## src/rtl/instr_fetch_if.sv

```systemverilog
// Fetch-side bus of the instruction source: memory load port, run control,
// and the Instr valid/ready handshake towards the decoder.
interface instr_fetch_if #(
  parameter int IMEM_DEPTH = 64
);
  localparam int AW = $clog2(IMEM_DEPTH);

  logic          load_en;
  logic [AW-1:0] load_addr;
  logic [31:0]   load_data;
  logic          start;
  logic          instr_ready;
  logic          PCSrc;
  logic          instr_valid;
  logic [31:0]   Instr;
  logic [31:0]   pc;
  logic          halted;
  logic          pc_err;

  modport slave (
    input  load_en, load_addr, load_data, start, instr_ready, PCSrc,
    output instr_valid, Instr, pc, halted, pc_err
  );

  modport master (
    output load_en, load_addr, load_data, start, instr_ready, PCSrc,
    input  instr_valid, Instr, pc, halted, pc_err
  );
endinterface

```

## src/rtl/instr_fetch.sv

```systemverilog
// Instruction source: word-addressed imem plus PC, issuing one Instr at a time
// over valid/ready and following taken branches signalled by PCSrc.
module instr_fetch #(
  parameter int          IMEM_DEPTH = 64,
  parameter logic [31:0] PC_RESET   = 32'h0000_0000,
  parameter logic [31:0] HALT_WORD  = 32'hFFFF_FFFF
) (
  input  logic          clk,
  input  logic          reset,
  instr_fetch_if.slave  bus
);
  localparam int AW = $clog2(IMEM_DEPTH);

  typedef enum logic [1:0] {
    IDLE  = 2'd0,
    FETCH = 2'd1,
    ISSUE = 2'd2,
    HALT  = 2'd3
  } state_t;

  state_t      r_state;
  state_t      w_state_nxt;
  logic [31:0] r_pc;
  logic [31:0] w_pc_nxt;
  logic [31:0] r_instr;
  logic        r_pc_err;
  logic        w_pc_err_nxt;
  logic        w_fetch;
  logic        w_load_ok;
  logic        w_handshake;
  logic [31:0] w_imm_ext;
  logic [31:0] w_npc;
  logic        w_oor;

  logic [31:0] r_imem [IMEM_DEPTH];

  assign w_load_ok   = (r_state == IDLE) || (r_state == HALT);
  assign w_handshake = (r_state == ISSUE) && bus.instr_ready;

  // Branch offset is a signed word displacement relative to pc+4.
  assign w_imm_ext = {{14{r_instr[15]}}, r_instr[15:0], 2'b00};
  assign w_npc     = r_pc + 32'd4 + (bus.PCSrc ? w_imm_ext : 32'd0);
  assign w_oor     = |w_npc[31:AW+2];

  // Memory contents survive reset so a program can be reloaded-free restarted.
  always_ff @(posedge clk) begin
    if (bus.load_en && w_load_ok) begin
      r_imem[bus.load_addr] <= bus.load_data;
    end
  end

  always_ff @(posedge clk) begin
    if (reset) begin
      r_state  <= IDLE;
      r_pc     <= PC_RESET;
      r_instr  <= 32'd0;
      r_pc_err <= 1'b0;
    end else begin
      r_state  <= w_state_nxt;
      r_pc     <= w_pc_nxt;
      r_pc_err <= w_pc_err_nxt;
      if (w_fetch) begin
        r_instr <= r_imem[r_pc[AW+1:2]];
      end
    end
  end

  always_comb begin
    w_state_nxt  = r_state;
    w_pc_nxt     = r_pc;
    w_pc_err_nxt = r_pc_err;
    w_fetch      = 1'b0;
    unique case (r_state)
      IDLE, HALT: begin
        if (bus.start) begin
          w_state_nxt  = FETCH;
          w_pc_nxt     = PC_RESET;
          w_pc_err_nxt = 1'b0;
        end
      end
      FETCH: begin
        w_fetch     = 1'b1;
        w_state_nxt = ISSUE;
      end
      ISSUE: begin
        if (w_handshake) begin
          if (r_instr == HALT_WORD) begin
            w_state_nxt = HALT;
          end else begin
            w_pc_nxt = w_npc;
            if (w_oor) begin
              w_state_nxt  = HALT;
              w_pc_err_nxt = 1'b1;
            end else begin
              w_state_nxt = FETCH;
            end
          end
        end
      end
      default: w_state_nxt = IDLE;
    endcase
  end

  assign bus.instr_valid = (r_state == ISSUE);
  assign bus.halted      = (r_state == HALT);
  assign bus.Instr       = r_instr;
  assign bus.pc          = r_pc;
  assign bus.pc_err      = r_pc_err;
endmodule

```

## src/flat_wrapper.sv

```systemverilog
// flat-port wrapper written by rule: the top's interface ports become plain ports
module instr_fetch_flat 
#(
  parameter int          IMEM_DEPTH = 64,
  parameter logic [31:0] PC_RESET   = 32'h0000_0000,
  parameter logic [31:0] HALT_WORD  = 32'hFFFF_FFFF
)
  (clk, reset, bus_load_en, bus_load_addr, bus_load_data, bus_start, bus_instr_ready, bus_PCSrc, bus_instr_valid, bus_Instr, bus_pc, bus_halted, bus_pc_err);
  instr_fetch_if #(.IMEM_DEPTH(IMEM_DEPTH)) bus_i ();
  input  logic clk;
  input  logic reset;
  input wire logic [$bits(bus_i.load_en)-1:0] bus_load_en;
  input wire logic [$bits(bus_i.load_addr)-1:0] bus_load_addr;
  input wire logic [$bits(bus_i.load_data)-1:0] bus_load_data;
  input wire logic [$bits(bus_i.start)-1:0] bus_start;
  input wire logic [$bits(bus_i.instr_ready)-1:0] bus_instr_ready;
  input wire logic [$bits(bus_i.PCSrc)-1:0] bus_PCSrc;
  output wire logic [$bits(bus_i.instr_valid)-1:0] bus_instr_valid;
  output wire logic [$bits(bus_i.Instr)-1:0] bus_Instr;
  output wire logic [$bits(bus_i.pc)-1:0] bus_pc;
  output wire logic [$bits(bus_i.halted)-1:0] bus_halted;
  output wire logic [$bits(bus_i.pc_err)-1:0] bus_pc_err;
  assign bus_i.load_en = bus_load_en;
  assign bus_i.load_addr = bus_load_addr;
  assign bus_i.load_data = bus_load_data;
  assign bus_i.start = bus_start;
  assign bus_i.instr_ready = bus_instr_ready;
  assign bus_i.PCSrc = bus_PCSrc;
  assign bus_instr_valid = bus_i.instr_valid;
  assign bus_Instr = bus_i.Instr;
  assign bus_pc = bus_i.pc;
  assign bus_halted = bus_i.halted;
  assign bus_pc_err = bus_i.pc_err;
  instr_fetch #(.IMEM_DEPTH(IMEM_DEPTH), .PC_RESET(PC_RESET), .HALT_WORD(HALT_WORD)) u_core (.clk(clk), .reset(reset), .bus(bus_i));
endmodule
```

## config.mk

```make
export PLATFORM = sky130hd
export DESIGN_NAME = instr_fetch_flat
export DESIGN_NICKNAME = d
export VERILOG_FILES = /design/src/rtl/instr_fetch_if.sv /design/src/rtl/instr_fetch.sv /design/src/flat_wrapper.sv
export SDC_FILE = /design/constraint.sdc
export NUM_CORES = 2
export LEC_CHECK = 0
export CORE_MARGIN = 1
export CORE_UTILIZATION = 35
export DETAILED_ROUTE_END_ITERATION = 8
export HOLD_SLACK_MARGIN = 0.15
export PLACE_DENSITY = 0.56
export SYNTH_ARGS = -nofsm -noshare
export SYNTH_HDL_FRONTEND = slang
export SYNTH_SLANG_ARGS = --single-unit
```

## constraint.sdc

```tcl
create_clock -name clk -period 4.27 [get_ports clk]
set_clock_uncertainty 0.1 [all_clocks]
set_input_delay 0.854 -clock clk [delete_from_list [all_inputs] [get_ports clk]]
set_output_delay 0.854 -clock clk [all_outputs]
set_load 0.02 [all_outputs]
```

==> images/layer_met3.png <==
Scale bar: 100 µm.
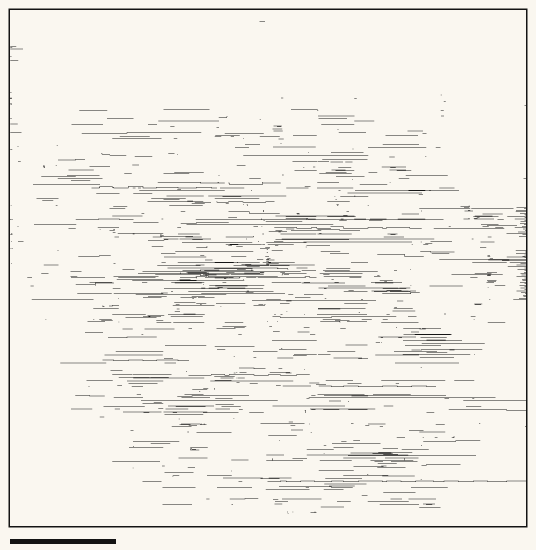
share of all routed wire: 7.4%
nets with wire on the layer: 396

==> images/wires.png <==
Scale bar: 100 µm.
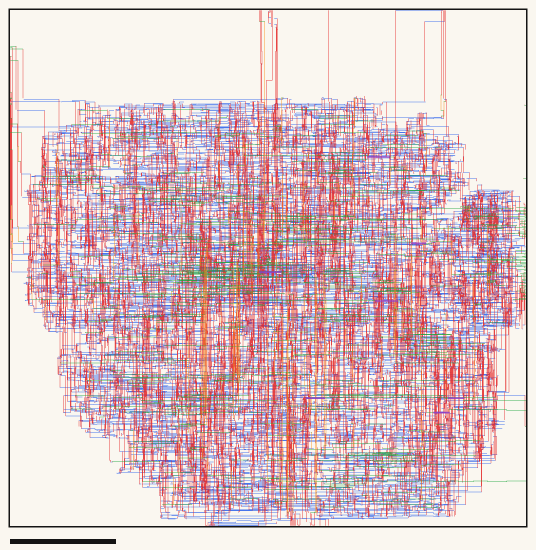
[metal 2] red | wire length: 109 mm
[metal 3] green | wire length: 17100 µm
[metal 5] purple | wire length: 117 µm
[metal 4] orange | wire length: 6850 µm
[metal 1] blue | wire length: 95.9 mm

==> images/placement.png <==
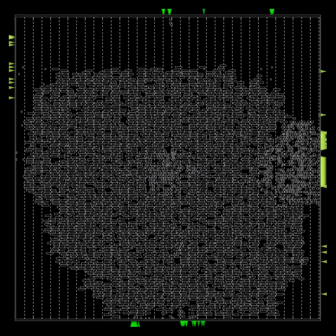
seq_cells: 2113
Layout Cells excl Fill: 7324
core area: 0.2334 mm²
sequential portion of the cell area: 65.13%
std cell rows: 177

==> images/layer_met4.png <==
Supply wires on this layer in gray.
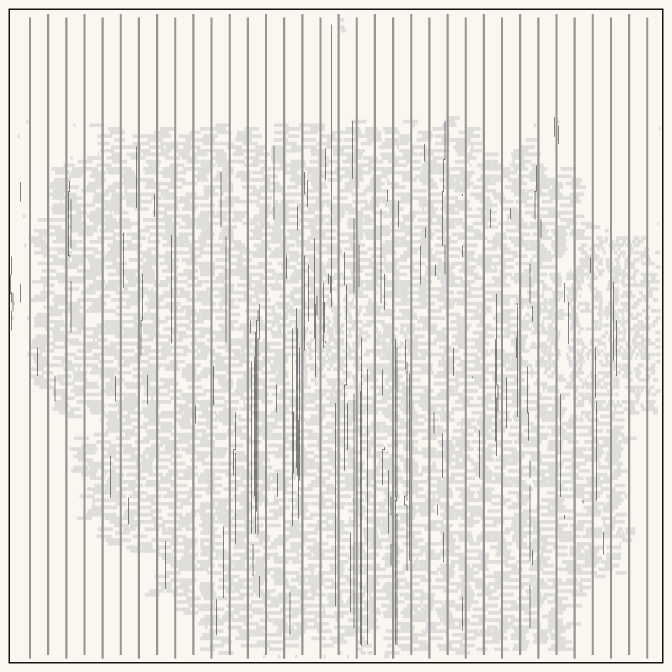
wire length on this layer: 6850 µm
longest straight run: 231 µm
main direction: vertical
nets with wire on the layer: 69
final wirelength: 229.1 mm
DR vias: 40240

[timing repair]
item,CTS,global route
resized,0,3
endpoints found under the setup margin,0,2
hold buffers,0,0
[per-stage QoR]
step / hold slack, ps / util [%] / power (µW) / worst slack, ps
floorplan: 417.7 / - / 23840 / 273.6
global placement: 402.6 / 38.47 / 24540 / -663.2
detailed placement: 416.4 / 38.47 / 24570 / -623.8
CTS: 340.0 / 41.31 / 42270 / 160.0
global route: 370.6 / 41.31 / 43100 / 52.10
finish: 400.7 / 41.32 / 41900 / 226.5
[worst max-delay path: stages, from the launching register on]
cell	delay, ps
dfxtp_4	580
buf_4	800
clkdlybuf4s50_1	850
[cells by family after synthesis]
logic type,Yosys count
other cells,1
xor+xnor,16
mux,705
fa+ha+maj,61
compound gates,161
simple gates,296
flops,2113
buf+inv,197
==> flow_summary.toml <==
# generated from flow reports
[finish]
fin_area_mm2 = 0.09645
flop_area_mm2 = 0.06282
clockNetworkAreaShare_pct = 6.872
fillers = 20280
layout.nets = 4112
drive_above_1_share_pct = 33.26
largest_reg_flops = 2048

[logic_synthesis]
ys_sh_adder_pct = 0.9348
ys_sh_simple_pct = 1.645
ys_cells = 3550
yosysChipArea_mm2 = 0.08245
topCellsByArea = "edfxtp_1, mux4_2, dfxtp_1"
synth.logic.top_family = "multiplexers"
top_cell_area_share_pct = 74.59
syn_inst = 3550
edf_count = 2048

[timing]
finalClockPeriodUsage_pct = 94.69
finalMaxSlewViolations = 0
max_freq_mhz = 247.3
hold_viol_final = 0

[critical_path]
setup.worst_path.start = "u_core.bus.pc[5]"
r2r-start = "u_core.bus.pc[2]"
crit_end = "bus_pc[5]"
r2r_slack_ps = 510
required_ps = 3320

[placement]
place_congestion = 0.8675
place_area_mm2 = 0.08979
numPortBuffers = 108

[routing]
routedWlPerCell_um = 31.28
wl_met3_mm = 17.07
met1Wirelength_mm = 95.93

[status]
status = "completed"

[pwr]
p_leak_uw = 0.02928
power_frac_comb_pct = 2.9
pg_clk_uw = 17800

[clock_tree]
cts_root_buffer = "clkbuf_16"
clk_path_buf_depth = 3
cts.clk_slew.worst_paths_ps = 60

[grt]
grt-ovfl-total = 0
grt_pass1_wl_mm = 317.8

[floorplanning]
pin_count = 111
taps = 3132
Power is estimated from default activity; no workload was simulated.
